### Signal wires by layer, run 1

Only two layers are drawn.
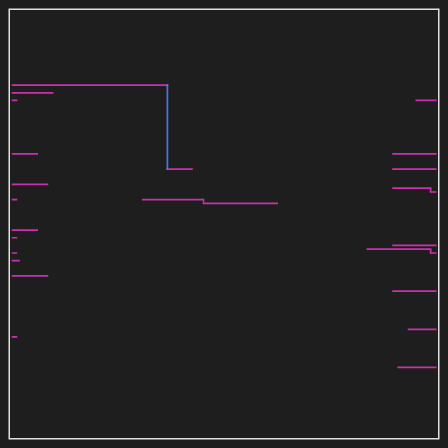
### The metal 1 layer, run 1

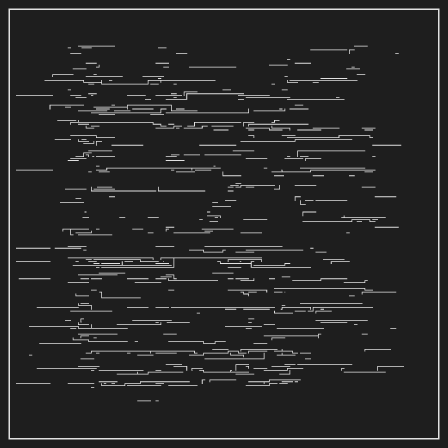
### Clock nets, run 1

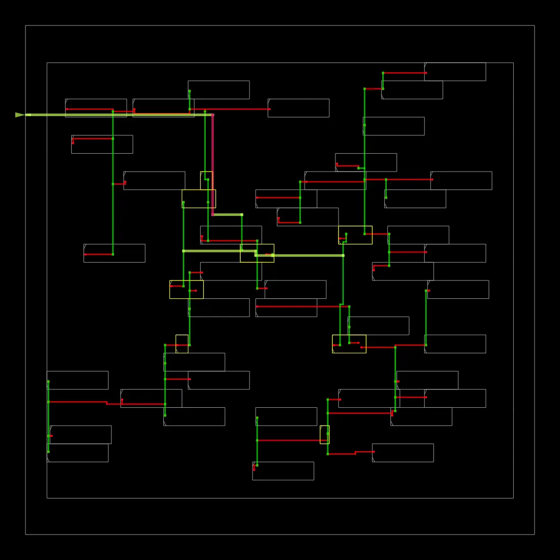
### Cells by drive strength, run 1

Bar = 20 microns.
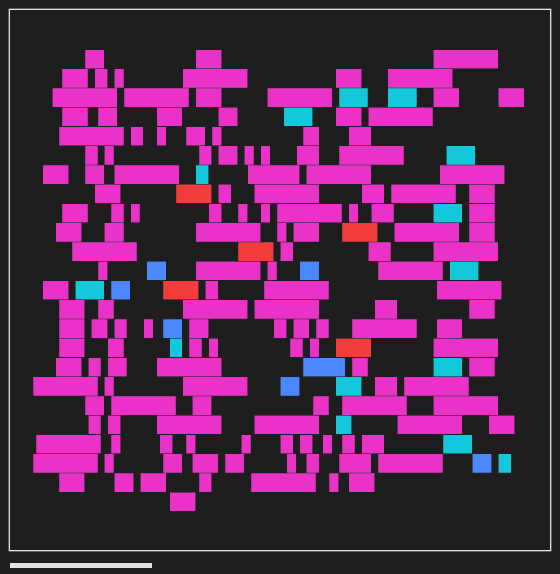
<file path="config.mk">
export PLATFORM = sky130hd
export DESIGN_NAME = serial_subtractor_flat
export DESIGN_NICKNAME = d
export VERILOG_FILES = /design/src/rtl/serial_subtractor_pkg.sv /design/src/rtl/serial_subtractor_if.sv /design/src/rtl/serial_subtractor_fs_bit_cell.sv /design/src/rtl/serial_subtractor.sv /design/src/flat_wrapper.sv
export SDC_FILE = /design/constraint.sdc
export NUM_CORES = 1
export LEC_CHECK = 0
export ABC_AREA = 0
export CAP_MARGIN = 40
export CELL_PAD_IN_SITES_DETAIL_PLACEMENT = 1
export CELL_PAD_IN_SITES_GLOBAL_PLACEMENT = 2
export CORE_MARGIN = 3
export CORE_UTILIZATION = 34
export CTS_CLUSTER_SIZE = 25
export DETAILED_ROUTE_END_ITERATION = 12
export HOLD_SLACK_MARGIN = 0.08
export PLACE_DENSITY_LB_ADDON = 0.1
export SLEW_MARGIN = 15
export SYNTH_ARGS = -nofsm -noshare
export SYNTH_HDL_FRONTEND = slang
export SYNTH_SLANG_ARGS = --single-unit
</file>
<file path="constraint.sdc">
create_clock -name clk -period 2.24 [get_ports clk]
set_clock_uncertainty 0.05 [all_clocks]
set_input_delay 0.448 -clock clk [delete_from_list [all_inputs] [get_ports clk]]
set_output_delay 0.448 -clock clk [all_outputs]
set_load 0.05 [all_outputs]
</file>
<file path="src/rtl/serial_subtractor_pkg.sv">
// Shared definitions for the bit-serial arithmetic units: FSM encoding and default width.
package serial_arith_pkg;

    localparam int unsigned DEFAULT_WIDTH = 8;

    typedef enum logic [1:0] {
        ST_IDLE  = 2'd0,
        ST_SHIFT = 2'd1,
        ST_DONE  = 2'd2
    } state_e;

endpackage : serial_arith_pkg

</file>
<file path="src/rtl/serial_subtractor_if.sv">
// Start/busy/done request bundle for the serial subtractor, operands in and result out.
interface serial_subtractor_if
    import serial_arith_pkg::*;
#(
    parameter int unsigned WIDTH = DEFAULT_WIDTH
);
    logic             start;
    logic [WIDTH-1:0] a;
    logic [WIDTH-1:0] b;
    logic             busy;
    logic             done;
    logic [WIDTH-1:0] diff;
    logic             borrow_out;

    modport master (
        output start, a, b,
        input  busy, done, diff, borrow_out
    );

    modport slave (
        input  start, a, b,
        output busy, done, diff, borrow_out
    );
endinterface : serial_subtractor_if

</file>
<file path="src/rtl/serial_subtractor_fs_bit_cell.sv">
// One-bit full subtractor: d = a - b - bin, bo set when the bit needs a borrow.
module fs_bit_cell (
    input  logic a_i,
    input  logic b_i,
    input  logic bin_i,
    output logic d_c,
    output logic bo_c
);
    always_comb begin
        d_c  = a_i ^ b_i ^ bin_i;
        bo_c = (~a_i & b_i) | (~(a_i ^ b_i) & bin_i);
    end
endmodule : fs_bit_cell

</file>
<file path="src/rtl/serial_subtractor.sv">
// Bit-serial unsigned subtractor: A - B, LSB first, one bit per clock through a single
// full-subtractor cell with a registered borrow.
module serial_subtractor
    import serial_arith_pkg::*;
#(
    parameter int unsigned WIDTH = DEFAULT_WIDTH
) (
    input  logic                clk,
    input  logic                rst_n,
    serial_subtractor_if.slave  bus
);
    localparam int unsigned CNT_W = $clog2(WIDTH + 1);

    state_e           state_q, state_d;
    logic [WIDTH-1:0] a_sr_q, a_sr_d;
    logic [WIDTH-1:0] b_sr_q, b_sr_d;
    logic [WIDTH-1:0] res_sr_q, res_sr_d;
    logic [WIDTH-1:0] diff_q, diff_d;
    logic [CNT_W-1:0] cnt_q, cnt_d;
    logic             borrow_q, borrow_d;
    logic             borrow_out_q, borrow_out_d;
    logic             busy_q, busy_d;
    logic             done_q, done_d;
    logic             cell_d, cell_bo;

    fs_bit_cell u_cell (
        .a_i   (a_sr_q[0]),
        .b_i   (b_sr_q[0]),
        .bin_i (borrow_q),
        .d_c   (cell_d),
        .bo_c  (cell_bo)
    );

    // busy/done are registered copies of the next state so they line up with SHIFT/DONE
    always_comb begin
        state_d      = state_q;
        a_sr_d       = a_sr_q;
        b_sr_d       = b_sr_q;
        res_sr_d     = res_sr_q;
        diff_d       = diff_q;
        cnt_d        = cnt_q;
        borrow_d     = borrow_q;
        borrow_out_d = borrow_out_q;
        busy_d       = 1'b0;
        done_d       = 1'b0;

        case (state_q)
            ST_IDLE: begin
                if (bus.start) begin
                    a_sr_d   = bus.a;
                    b_sr_d   = bus.b;
                    res_sr_d = '0;
                    borrow_d = 1'b0;
                    cnt_d    = '0;
                    busy_d   = 1'b1;
                    state_d  = ST_SHIFT;
                end
            end
            ST_SHIFT: begin
                res_sr_d = {cell_d, res_sr_q[WIDTH-1:1]};
                a_sr_d   = {1'b0, a_sr_q[WIDTH-1:1]};
                b_sr_d   = {1'b0, b_sr_q[WIDTH-1:1]};
                borrow_d = cell_bo;
                cnt_d    = cnt_q + CNT_W'(1);
                if (cnt_q == CNT_W'(WIDTH - 1)) begin
                    diff_d       = {cell_d, res_sr_q[WIDTH-1:1]};
                    borrow_out_d = cell_bo;
                    done_d       = 1'b1;
                    state_d      = ST_DONE;
                end else begin
                    busy_d = 1'b1;
                end
            end
            ST_DONE: begin
                state_d = ST_IDLE;
            end
            default: begin
                state_d = ST_IDLE;
            end
        endcase
    end

    always_ff @(posedge clk or negedge rst_n) begin
        if (!rst_n) begin
            state_q      <= ST_IDLE;
            a_sr_q       <= '0;
            b_sr_q       <= '0;
            res_sr_q     <= '0;
            diff_q       <= '0;
            cnt_q        <= '0;
            borrow_q     <= 1'b0;
            borrow_out_q <= 1'b0;
            busy_q       <= 1'b0;
            done_q       <= 1'b0;
        end else begin
            state_q      <= state_d;
            a_sr_q       <= a_sr_d;
            b_sr_q       <= b_sr_d;
            res_sr_q     <= res_sr_d;
            diff_q       <= diff_d;
            cnt_q        <= cnt_d;
            borrow_q     <= borrow_d;
            borrow_out_q <= borrow_out_d;
            busy_q       <= busy_d;
            done_q       <= done_d;
        end
    end

    assign bus.busy       = busy_q;
    assign bus.done       = done_q;
    assign bus.diff       = diff_q;
    assign bus.borrow_out = borrow_out_q;

endmodule : serial_subtractor

</file>
<file path="src/flat_wrapper.sv">
// flat-port wrapper written by rule: the top's interface ports become plain ports
module serial_subtractor_flat import serial_arith_pkg::*;
#(
    parameter int unsigned WIDTH = DEFAULT_WIDTH
)
  (clk, rst_n, bus_start, bus_a, bus_b, bus_busy, bus_done, bus_diff, bus_borrow_out);
  serial_subtractor_if #(.WIDTH(WIDTH)) bus_i ();
  input  logic clk;
  input  logic rst_n;
  input wire logic [$bits(bus_i.start)-1:0] bus_start;
  input wire logic [$bits(bus_i.a)-1:0] bus_a;
  input wire logic [$bits(bus_i.b)-1:0] bus_b;
  output wire logic [$bits(bus_i.busy)-1:0] bus_busy;
  output wire logic [$bits(bus_i.done)-1:0] bus_done;
  output wire logic [$bits(bus_i.diff)-1:0] bus_diff;
  output wire logic [$bits(bus_i.borrow_out)-1:0] bus_borrow_out;
  assign bus_i.start = bus_start;
  assign bus_i.a = bus_a;
  assign bus_i.b = bus_b;
  assign bus_busy = bus_i.busy;
  assign bus_done = bus_i.done;
  assign bus_diff = bus_i.diff;
  assign bus_borrow_out = bus_i.borrow_out;
  serial_subtractor #(.WIDTH(WIDTH)) u_core (.clk(clk), .rst_n(rst_n), .bus(bus_i));
endmodule
</file>
==> out/qor.json, run 1 <==
{
  "global_routing": {
    "grt_antenna_before_repair": 0,
    "grt_max_degree": 42,
    "grt_remaining_overflow": 0,
    "groute.usage.overall_pct": 13.15,
    "number_of_global_route_vias_before_repair": 1351,
    "grt_first_pass_wirelength_mm": 6.320
  },
  "critical_path": {
    "critical_path.n_buffers_inverters": 1,
    "timing.rr.start": "u_core.cnt_q[0]",
    "crit_fanout": 2,
    "worst_setup_path_start_kind": "flop",
    "slowest_stage": "sky130_fd_sc_hd__clkdlybuf4s50_1",
    "worstSetupEndpointType": "output port",
    "rr_endpoint": "u_core.bus.diff[6]",
    "crit_chain": "clkdlybuf4s50_1",
    "worstSetupEndpoint": "bus_borrow_out",
    "crit_path_depth": 1,
    "critical-path-max-stage-delay_ns": 0.80,
    "critical_path.top_delay_family": "buffers and inverters",
    "r2r_setup_slk_ns": 0.48,
    "worst-setup-path-type": "flop to output port",
    "worst_setup_path_startpoint": "u_core.bus.borrow_out",
    "worst-endpoint-arrival_ns": 1.44,
    "reg2reg_depth": 4,
    "worst-endpoint-required_ns": 1.74
  },
  "clock_network": {
    "cts.reportedPaths.clkPinSlew_ns": 0.08,
    "clk_root_buffer_cell": "sky130_fd_sc_hd__clkbuf_8",
    "clockBufferDepth": 2,
    "post_cts_resized": 0,
    "cts_post_setup_buffers_inserted": 0,
    "cts-buffers-inserted": 5,
    "htree_depth": 2,
    "cts_sinks": 41,
    "holdBufCountCts": 0,
    "tritoncts": "built"
  },
  "synthesis": {
    "ys_sh_xor_pct": 0,
    "cells_after_synthesis": 142,
    "netlist_top_cells_area": "sky130_fd_sc_hd__dfrtp_1 61%, sky130_fd_sc_hd__a22oi_1 6.3%, sky130_fd_sc_hd__mux2_2 5.4%, sky130_fd_sc_hd__o21ai_0 5.1%, sky130_fd_sc_hd__a22o_1 4.2%",
    "synth.cells.most_frequent": "41 x sky130_fd_sc_hd__dfrtp_1, 18 x sky130_fd_sc_hd__nand2_1, 17 x sky130_fd_sc_hd__o21ai_0",
    "edf_count": 0,
    "ys_seq_elements": 41,
    "yosys.area_share.simple_pct": 9.010,
    "top_area_share_pct": 61.06,
    "yosys_area_sq_um": 1680,
    "synth_area_leader_cell": "sky130_fd_sc_hd__dfrtp_1",
    "synth.most_common_cell": "sky130_fd_sc_hd__dfrtp_1",
    "postSynthNetCount": 163,
    "synth-async-reset-ratio_pct": 100.0,
    "post_synth_main_logic_family": "AND-OR/OR-AND gates",
    "cell_area_after_synthesis_sq_um": 1680,
    "synthAdderAreaFrac_pct": 1.936,
    "ys_sh_aoi_pct": 18.09,
    "ys.warnings.count": 0,
    "ys_types": 25,
    "syn_area_per_cell_sq_um": 11.83,
    "ys_dominant_reg_cell": "sky130_fd_sc_hd__dfrtp_1",
    "synth-seq-area-share_pct": 61.06,
    "yosysCellCount": 142,
    "muxShareOfSynthArea_pct": 6.552
  },
  "final_layout": {
    "finish.cell_count_without_fillers": 241,
    "finalCoreUtilization_pct": 46.82,
    "filler_cell_count": 504,
    "most_frequent_logic_cell_in_the_layout": "sky130_fd_sc_hd__dfrtp_1",
    "num_antenna_cells": 0,
    "fin_nets": 196,
    "post_route_cells_drive_above_1_share_pct": 14.77,
    "mostFrequentLayoutCells": "41 x sky130_fd_sc_hd__dfrtp_1, 28 x sky130_fd_sc_hd__clkdlybuf4s50_1, 18 x sky130_fd_sc_hd__nand2_1, 17 x sky130_fd_sc_hd__o21ai_0, 14 x sky130_fd_sc_hd__a22oi_1"
  },
  "floorplan": {
    "placement_rows": 24,
    "dieWidth_microns": 76.30,
    "core_region_area_sq_um": 4564,
    "floorplan_die_height_microns": 76.30,
    "chip_area_sq_um": 5822,
    "io-pin-count": 30,
    "core_util_floorplan_pct": 36.81
  },
  "drt": {
    "drtIter0Drc": 67,
    "detail_route.drc_violations": 0,
    "drtAntennaViolNets": 0,
    "tritonroute_pass_1_iters": 2,
    "drt-wirelength-per-cell_microns": 14.52,
    "detail_route.vias_per_cell": 5.037
  },
  "place": {
    "hpwlAfterDp_mm": 2.451,
    "routability_congestion": 0.7202,
    "place_worst_setup_slack_ns": 0.4389,
    "dpl.cell_count": 233,
    "detailed_place.area_sq_um": 2054,
    "placement.io_buffers": 29
  },
  "sta": {
    "max_slew_margin_pct": 63.95,
    "finalWorstPathRequiredPeriod_ns": 1.940,
    "worst-slew-pin-transition_ns": 0.5396,
    "fmax_mhz": 515.4,
    "final_hold_viol_count": 0,
    "final_period_utilization_pct": 86.62,
    "setup_viol": 0,
    "rsz0062_at_grt": "false",
    "whs_ns": 0.1677,
    "totalNegativeSetupSlack_ns": 0,
    "slew_viol_final": 0
  },
  "power": {
    "cellPowerDensity_nw_per_um2": 1417,
    "vdd_ir_drop_max_mv": 0.5130,
    "totalPowerFinal_mw": 3.029,
    "power_leakage_nw": 0.9201
  },
  "status": {
    "run_status": "finished clean"
  },
  "min_path": {
    "min-delay-path-class": "input pin to async pin"
  },
  "job": {
    "log.warning_count": 26,
    "timing.max_cap.violations": 0
  }
}
Back to the opening pictures, 'Signal wires by layer':
metal 3 -> magenta  # wire length 156 microns
metal 4 -> blue  # wire length 15.0 microns

Back to the opening pictures, 'The metal 1 layer':
main direction = horizontal
nets with wire on the layer = 171
wire length on this layer = 1540 microns
longest straight run = 20.2 microns
total wirelength of the detailed-routed design: 3.499 mm
global-route track usage on met1: 16.63%
total number of vias: 1214

Back to the opening pictures, 'Clock nets':
insertion delay to the later sink of the worst-skew pair: 0.28 ns
# clk buffers: 6
sequential cell count: 41

Back to the opening pictures, 'Cells by drive strength':
_2 cells -> cyan  # cells 14
_6 and larger -> red  # cells 5
_3 and _4 cells -> blue  # cells 7
_0 and _1 cells -> magenta  # cells 150
Worst Slack Setup Final: 0.2996 ns
synth-to-layout area growth: 27.18%
Final Cell Area: 2137 sq um
Buffers excl. clock: 35

[run 1: layer usage]
layer	GRT usage, %	routed length (microns)	share of wire (%)
met4	3.804	14	0.40
met2	22.23	1785	51
met1	16.63	1542	44
met5	0	0	0
met3	3.310	155	4.4
[run 1: layout make-up]
class	instances	area (sq um)	share of cell area (%)
Clock buffer	6	72.57	3.396
Tap cell	65	81.33	3.806
Sequential cell	41	1026	48.01
Multi-Input combinational cell	88	601.8	28.16
Clock inverter	2	10.01	0.4684
Timing Repair Buffer	35	330.3	15.46
Inverter	4	15.01	0.7026
[run 1: report_power, final]
| group | switching (mW) | internal, mW |
|---|---|---|
| Sequential | 0.190 | 1.05 |
| Combinational | 0.790 | 0.549 |
| Clock | 0.237 | 0.216 |
| Total | 1.22 | 1.81 |
==> run 2, diff against run 1 <==
CORE_UTILIZATION = 30   (was 34)
SETUP_SLACK_MARGIN = 0.5   (was unset)
clock period = 1.7 ns   (was 2.24 ns; I/O delays follow)
==> run 2 against run 1 <==
Effect of this change: power up 86%; worst setup slack worse by 0.097 ns; via count up 13%; hold slack better by 0.28 ns; die size up 12%; final area up 33%; global-route usage up 2.8 points; combinational power up 140%; area after synthesis unchanged; critical endpoint is now u_core.bus.diff[2].
==> out/qor.json, run 2 <==
{
  "synthesis": {
    "syn_area_per_cell": {"value": 11.83, "unit": "sq um", "change": "unchanged"},
    "synth.most_common_cell": "sky130_fd_sc_hd__dfrtp_1",
    "postSynthNetCount": {"value": 163, "change": "unchanged"},
    "cell_area_after_synthesis": {"value": 1680, "unit": "sq um", "change": "unchanged"},
    "cells_after_synthesis": {"value": 142, "change": "unchanged"},
    "ys.warnings.count": {"value": 0, "change": "unchanged"},
    "edf_count": {"value": 0, "change": "unchanged"},
    "synth.cells.most_frequent": "41 x sky130_fd_sc_hd__dfrtp_1, 18 x sky130_fd_sc_hd__nand2_1, 17 x sky130_fd_sc_hd__o21ai_0",
    "synth_area_leader_cell": "sky130_fd_sc_hd__dfrtp_1",
    "yosys_area": {"value": 1680, "unit": "sq um", "change": "unchanged"},
    "ys_seq_elements": {"value": 41, "change": "unchanged"}
  },
  "drt": {
    "detail_route.vias_per_cell": {"value": 4.932, "change": "-2.1%"},
    "met2RoutedLength": {"value": 2.471, "unit": "mm", "change": "+38%"},
    "met1_length": {"value": 2.146, "unit": "mm", "change": "+39%"},
    "dr_total_vias": {"value": 1376, "change": "+13%"},
    "highest-signal-layer": "met4",
    "drtIter0Drc": {"value": 41, "change": "-39%"},
    "drt-wirelength-per-cell": {"value": 17.41, "unit": "microns", "change": "+20%"},
    "routed-wl-met3": {"value": 165, "unit": "microns", "change": "+6.5%"}
  },
  "critical_path": {
    "worst_setup_path_start_kind": "flop",
    "worst-endpoint-arrival": {"value": 1.63, "unit": "ns", "change": "+0.19 ns"},
    "reg2reg_depth": {"value": 5, "change": "+1"},
    "worstSetupEndpoint": "u_core.bus.diff[2]",
    "crit_path_depth": {"value": 5, "change": "+4"},
    "worstSetupEndpointType": "flop",
    "r2r_setup_slk": {"value": 0.20, "unit": "ns", "change": "-0.28 ns"},
    "rr_endpoint": "u_core.bus.diff[2]",
    "crit_chain": "ha_4 > nand2_4 > nor3_4 > buf_6 > mux2_2"
  },
  "global_routing": {
    "global_route.usage.met3": {"value": 4.213, "unit": "%", "change": "+0.90 points"},
    "busiest_layer": "met2",
    "grt_util_met1": {"value": 20.64, "unit": "%", "change": "+4.0 points"},
    "grt_first_pass_wirelength": {"value": 7.748, "unit": "mm", "change": "+23%"},
    "grt_max_degree": {"value": 42, "change": "unchanged"},
    "grt_antenna_before_repair": {"value": 0, "change": "unchanged"}
  },
  "clock_network": {
    "cts.reportedPaths.clkPinSlew": {"value": 0.08, "unit": "ns", "change": "about the same"},
    "cts_post_setup_buffers_inserted": {"value": 16, "change": "+16"},
    "post_cts_resized": {"value": 57, "change": "+57"},
    "clockBufferDepth": {"value": 2, "change": "unchanged"}
  },
  "floorplan": {
    "floorplan_die_height": {"value": 80.84, "unit": "microns", "change": "+6.0%"},
    "core_region_area": {"value": 5270, "unit": "sq um", "change": "+15%"}
  },
  "sta": {
    "totalNegativeSetupSlack": {"value": 0, "unit": "ns", "change": "unchanged"},
    "finalWorstPathRequiredPeriod_ns": 1.498,
    "max_slew_margin": {"value": 63.53, "unit": "%", "change": "-0.43 points"},
    "timing.final.ws_setup": {"value": 0.2025, "unit": "ns", "change": "-0.09717 ns"},
    "worst-slew-pin-transition": {"value": 0.5471, "unit": "ns", "change": "+0.007486 ns"}
  },
  "place": {
    "placement.io_buffers": {"value": 29, "change": "unchanged"},
    "place_worst_setup_slack": {"value": 0.07743, "unit": "ns", "change": "-0.3615 ns"}
  },
  "final_layout": {
    "finalCoreUtilization": {"value": 53.96, "unit": "%", "change": "+7.1 points"},
    "filler_cell_count": {"value": 530, "change": "+5.2%"},
    "finish.cell_count_without_fillers": {"value": 279, "change": "+16%"},
    "fin_nets": {"value": 229, "change": "+17%"},
    "mostFrequentLayoutCells": "40 x sky130_fd_sc_hd__dfrtp_1, 23 x sky130_fd_sc_hd__buf_6, 16 x sky130_fd_sc_hd__clkdlybuf4s50_1, 16 x sky130_fd_sc_hd__buf_4",
    "seq_area": {"value": 1027, "unit": "sq um", "change": "+0.12%"},
    "finalInstanceArea": {"value": 2844, "unit": "sq um", "change": "+33%"},
    "num_antenna_cells": {"value": 0, "change": "unchanged"}
  },
  "job": {
    "log.warning_count": {"value": 29, "change": "+12%"},
    "timing.max_cap.violations": {"value": 0, "change": "unchanged"}
  },
  "power": {
    "vdd_ir_drop_max": {"value": 0.7688, "unit": "mV", "change": "+50%"},
    "cellPowerDensity": {"value": 1981, "unit": "nW/um^2", "change": "+40%"}
  },
  "status": {
    "run_status": "finished clean"
  },
  "min_path": {
    "min-delay-path-class": "flop to flop"
  }
}
## run 2: cell counts after synthesis
No cell type changed its count.
## run 2: power breakdown
part	internal (mW)	switching [mW]
clock	0.285	0.340
combinational	1.76	1.50
sequential	1.38	0.360
total	3.43	2.20
## run 2: cell type report
cell class,instances,share of cell area [%]
Timing Repair Buffer,68,27.98
Clock inverter,2,0.3520
Inverter,4,0.5279
Tap cell,70,3.080
Multi-Input combinational cell,88,29.39
Sequential cell,41,36.12
Clock buffer,6,2.552
## run 2: cell families after synthesis
logic type | synth area share (%)
multiplexers | 6.553
AND/OR/NAND/NOR | 9.009
AND-OR/OR-AND | 18.09
flip-flops | 61.06
adder cells (fa/ha/maj) | 1.936
buffers and inverters | 3.350
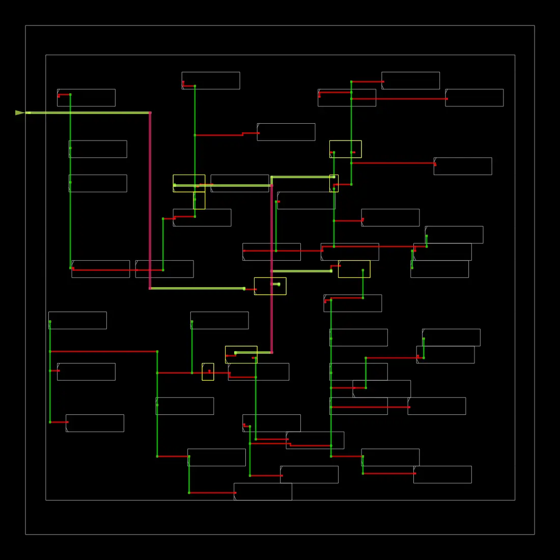
*Clock nets, run 2*
Num CTS Buffers: 5
clock net sink count: 41
insertion delay to the later sink of the worst-skew pair: 0.29 ns
Clk power: 0.625 mW

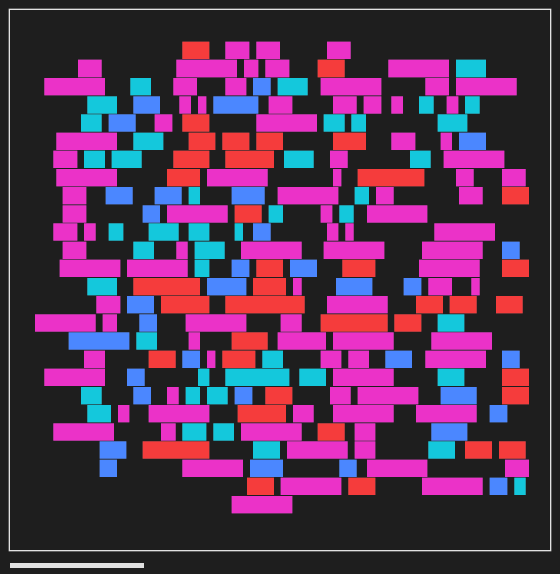
*Cells by drive strength, run 2*
Bar = 20 microns.
_0 and _1 cells -> magenta  # cells 95
_3 and _4 cells -> blue  # cells 33
_6 and larger -> red  # cells 38
_2 cells -> cyan  # cells 43

==> run 3, diff against run 2 <==
RECOVER_POWER = 100   (was unset)
==> run 3 against run 2 <==
Effect of this change: core utilization decreased by 2.7 points; via count increased by 0.22%; sequential cell count did not move; final cell count stayed put; first-iteration DRC count decreased by 17%; synthesized cell count unchanged; non-clock buffer count stayed put; hold slack about the same; clock-buffer cell count unchanged; fmax decreased by 1.8%; die size is the same; sequential share of layout area rose by 1.8 points; largest power group unchanged.
==> out/qor.json, run 3 <==
{
  "status": {
    "run_status": "finished clean"
  },
  "final_layout": {
    "fin_nets": {"value": 229, "change": "unchanged"},
    "finalInstanceArea": {"value": 2703, "unit": "sq um", "change": "-5.0%"},
    "most_frequent_logic_cell_in_the_layout": "sky130_fd_sc_hd__dfrtp_1",
    "finish.cell_count_without_fillers": {"value": 279, "change": "unchanged"},
    "finalCoreUtilization": {"value": 51.28, "unit": "%", "change": "-2.7 points"},
    "mostFrequentLayoutCells": "41 x sky130_fd_sc_hd__dfrtp_1, 16 x sky130_fd_sc_hd__clkdlybuf4s50_1, 13 x sky130_fd_sc_hd__clkbuf_2, 13 x sky130_fd_sc_hd__buf_4",
    "num_antenna_cells": {"value": 0, "change": "unchanged"},
    "post_route_cells_drive_above_1_share_pct": 50.72,
    "area_growth_syn_to_layout_pct": 60.83
  },
  "synthesis": {
    "cells_after_synthesis": {"value": 142, "change": "unchanged"},
    "ys_seq_elements": {"value": 41, "change": "unchanged"},
    "yosysCellCount": 142,
    "cell_area_after_synthesis": {"value": 1680, "unit": "sq um", "change": "unchanged"},
    "syn_area_per_cell": {"value": 11.83, "unit": "sq um", "change": "unchanged"},
    "ys.warnings.count": {"value": 0, "change": "unchanged"},
    "postSynthNetCount": {"value": 163, "change": "unchanged"},
    "synth-seq-area-share_pct": 61.06,
    "yosys_area": {"value": 1680, "unit": "sq um", "change": "unchanged"},
    "synth.most_common_cell": "sky130_fd_sc_hd__dfrtp_1",
    "synth_area_leader_cell": "sky130_fd_sc_hd__dfrtp_1",
    "synth-async-reset-ratio_pct": 100.0,
    "ys_types": 25,
    "edf_count": {"value": 0, "change": "unchanged"},
    "synth.cells.most_frequent": "41 x sky130_fd_sc_hd__dfrtp_1, 18 x sky130_fd_sc_hd__nand2_1, 17 x sky130_fd_sc_hd__o21ai_0",
    "ys_dominant_reg_cell": "sky130_fd_sc_hd__dfrtp_1",
    "top_area_share_pct": 61.06,
    "netlist_top_cells_area": "sky130_fd_sc_hd__dfrtp_1 61%, sky130_fd_sc_hd__a22oi_1 6.3%, sky130_fd_sc_hd__mux2_2 5.4%, sky130_fd_sc_hd__o21ai_0 5.1%, sky130_fd_sc_hd__a22o_1 4.2%"
  },
  "drt": {
    "met1_length": {"value": 2.183, "unit": "mm", "change": "+1.7%"},
    "dr_total_vias": {"value": 1379, "change": "+0.22%"},
    "met2RoutedLength": {"value": 2.499, "unit": "mm", "change": "+1.1%"},
    "detail_route.drc_violations": 0,
    "detail_route.vias_per_cell": {"value": 4.943, "change": "+0.22%"},
    "routed-wl-met3": {"value": 166, "unit": "microns", "change": "+0.61%"},
    "routed_wl_mm": 4.904,
    "highest-signal-layer": "met4",
    "tritonroute_pass_1_iters": 3,
    "drtIter0Drc": {"value": 34, "change": "-17%"},
    "drt-wirelength-per-cell": {"value": 17.58, "unit": "microns", "change": "+0.99%"},
    "drtAntennaViolNets": 0
  },
  "global_routing": {
    "grt_max_degree": {"value": 42, "change": "unchanged"},
    "number_of_global_route_vias_before_repair": 1440,
    "groute.layer.met2.usage_pct": 26.35,
    "global_route.usage.met3": {"value": 4.213, "unit": "%", "change": "unchanged"},
    "busiest_layer": "met2",
    "grt_util_met1": {"value": 20.64, "unit": "%", "change": "unchanged"},
    "groute.usage.overall_pct": 15.91,
    "grt_remaining_overflow": 0,
    "grt_antenna_before_repair": {"value": 0, "change": "unchanged"},
    "grt_first_pass_wirelength": {"value": 7.748, "unit": "mm", "change": "unchanged"}
  },
  "min_path": {
    "hold_end": "u_core.b_sr_q[6]",
    "min-delay-path-class": "flop to flop",
    "worst_hold_path.num_cells": 2,
    "worst_hold_startpoint": "u_core.b_sr_q[6]"
  },
  "critical_path": {
    "crit_path_depth": {"value": 5, "change": "unchanged"},
    "critical-path-max-stage-delay_ns": 0.43,
    "worst-endpoint-arrival": {"value": 1.71, "unit": "ns", "change": "+0.08 ns"},
    "critical_path.n_buffers_inverters": 3,
    "worstSetupEndpoint": "u_core.res_sr_q[6]",
    "worstSetupEndpointType": "flop",
    "worst-endpoint-required_ns": 1.88,
    "rr_endpoint": "u_core.res_sr_q[6]",
    "r2r_setup_slk": {"value": 0.18, "unit": "ns", "change": "-0.03 ns"},
    "slowest_stage": "sky130_fd_sc_hd__dfrtp_1",
    "worst_setup_path_start_kind": "flop",
    "worst-setup-path-type": "flop to flop",
    "timing.rr.start": "u_core.state_q[0]",
    "worst_setup_path_startpoint": "u_core.state_q[0]",
    "critical_path.top_delay_family": "buffers and inverters",
    "crit_fanout": 5,
    "reg2reg_depth": {"value": 5, "change": "unchanged"},
    "crit_chain": "buf_12 > o21bai_2 > clkbuf_1 > buf_16 > a22o_1"
  },
  "power": {
    "vdd_ir_drop_max": {"value": 0.7430, "unit": "mV", "change": "-3.4%"},
    "power_leakage_nw": 1.289,
    "cellPowerDensity": {"value": 1966, "unit": "nW/um^2", "change": "-0.79%"},
    "totalPowerFinal_mw": 5.312
  },
  "clock_network": {
    "clock_latency": {"value": 0.29, "unit": "ns", "change": "about the same"},
    "htree_depth": 2,
    "clk_root_buffer_cell": "sky130_fd_sc_hd__clkbuf_8",
    "holdBufCountCts": 1,
    "post_cts_resized": {"value": 57, "change": "unchanged"},
    "cts.reportedPaths.clkPinSlew": {"value": 0.08, "unit": "ns", "change": "about the same"},
    "cts_sinks": {"value": 41, "change": "unchanged"},
    "tritoncts": "built",
    "cts-buffers-inserted": {"value": 5, "change": "unchanged"},
    "clockBufferDepth": {"value": 2, "change": "unchanged"},
    "cts_post_setup_buffers_inserted": {"value": 16, "change": "unchanged"}
  },
  "sta": {
    "worst-slew-pin-transition": {"value": 0.9605, "unit": "ns", "change": "+0.4134 ns"},
    "finalWorstPathRequiredPeriod": {"value": 1.525, "unit": "ns", "change": "+0.02723 ns"},
    "setup_viol": 0,
    "final_period_utilization_pct": 89.69,
    "slew_viol_final": 0,
    "timing.final.ws_setup": {"value": 0.1752, "unit": "ns", "change": "-0.02723 ns"},
    "fmax_mhz": 655.8,
    "final_hold_viol_count": 0,
    "max_slew_margin": {"value": 35.97, "unit": "%", "change": "-28 points"},
    "totalNegativeSetupSlack": {"value": 0, "unit": "ns", "change": "unchanged"},
    "whs_ns": 0.4470,
    "rsz0062_at_grt": "true"
  },
  "place": {
    "detailed_place.area_sq_um": 2088,
    "routability_congestion": 0.6920,
    "placement.io_buffers": {"value": 29, "change": "unchanged"},
    "hpwlAfterDp_mm": 2.662,
    "dpl.cell_count": 243,
    "place_worst_setup_slack": {"value": 0.07743, "unit": "ns", "change": "unchanged"}
  },
  "job": {
    "log.warning_count": {"value": 29, "change": "unchanged"},
    "timing.max_cap.violations": {"value": 0, "change": "unchanged"}
  },
  "floorplan": {
    "core_region_area": {"value": 5270, "unit": "sq um", "change": "unchanged"},
    "placement_rows": 26,
    "core_util_floorplan_pct": 31.89,
    "floorplan_die_height": {"value": 80.84, "unit": "microns", "change": "unchanged"},
    "io-pin-count": 30,
    "dieWidth_microns": 80.84,
    "chip_area_sq_um": 6535
  }
}
run 3: power breakdown:
group	switching [mW]	leakage, nW	internal (mW)
clock	0.338	0.0450	0.285
sequential	0.340	0.528	1.38
combinational	1.47	0.717	1.50
total	2.15	1.29	3.16
run 3: cells by family (layout without fill, tap and decap cells):
| kind of cell | count (synthesis) | after routing | share of synthesized area (%) |
|---|---|---|---|
| mux | 10 | 10 | 6.553 |
| fa+ha+maj | 2 | 2 | 1.936 |
| flops | 41 | 41 | 61.06 |
| compound gates | 45 | 45 | 18.09 |
| simple gates | 31 | 31 | 9.009 |
| buf+inv | 13 | 80 | 3.350 |
run 3: final cells by class:
type	count	area, sq um
clock inverter	2	10.01
sequential	41	1026
inverter	4	15.01
tap	70	87.58
fill	549	2567
timing repair buffer	68	673.1
clock buffer	6	72.57
multi-input combinational	88	818.3
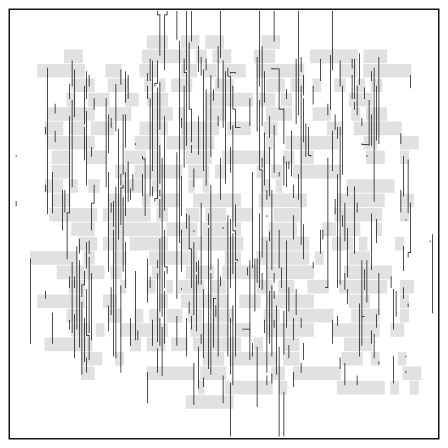
*The metal 2 layer, run 3*
longest straight run = 38.1 microns
wire length on this layer = 2500 microns
share of all routed wire = 51%
nets with wire on the layer = 206

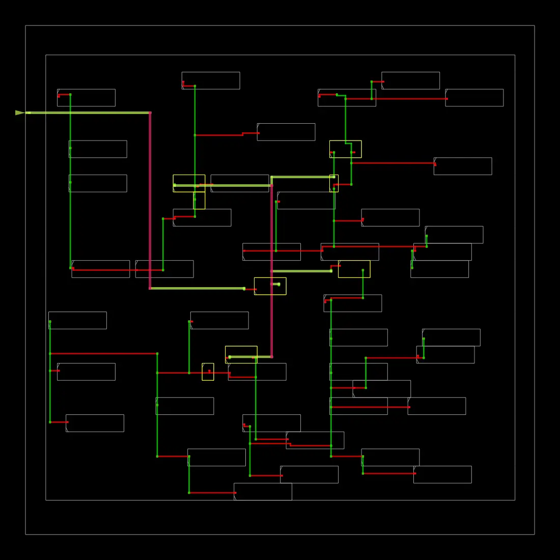
*Clock nets, run 3*
Clk power: 0.623 mW

Power figures rest on the tool's default switching activity, not on a simulated workload.
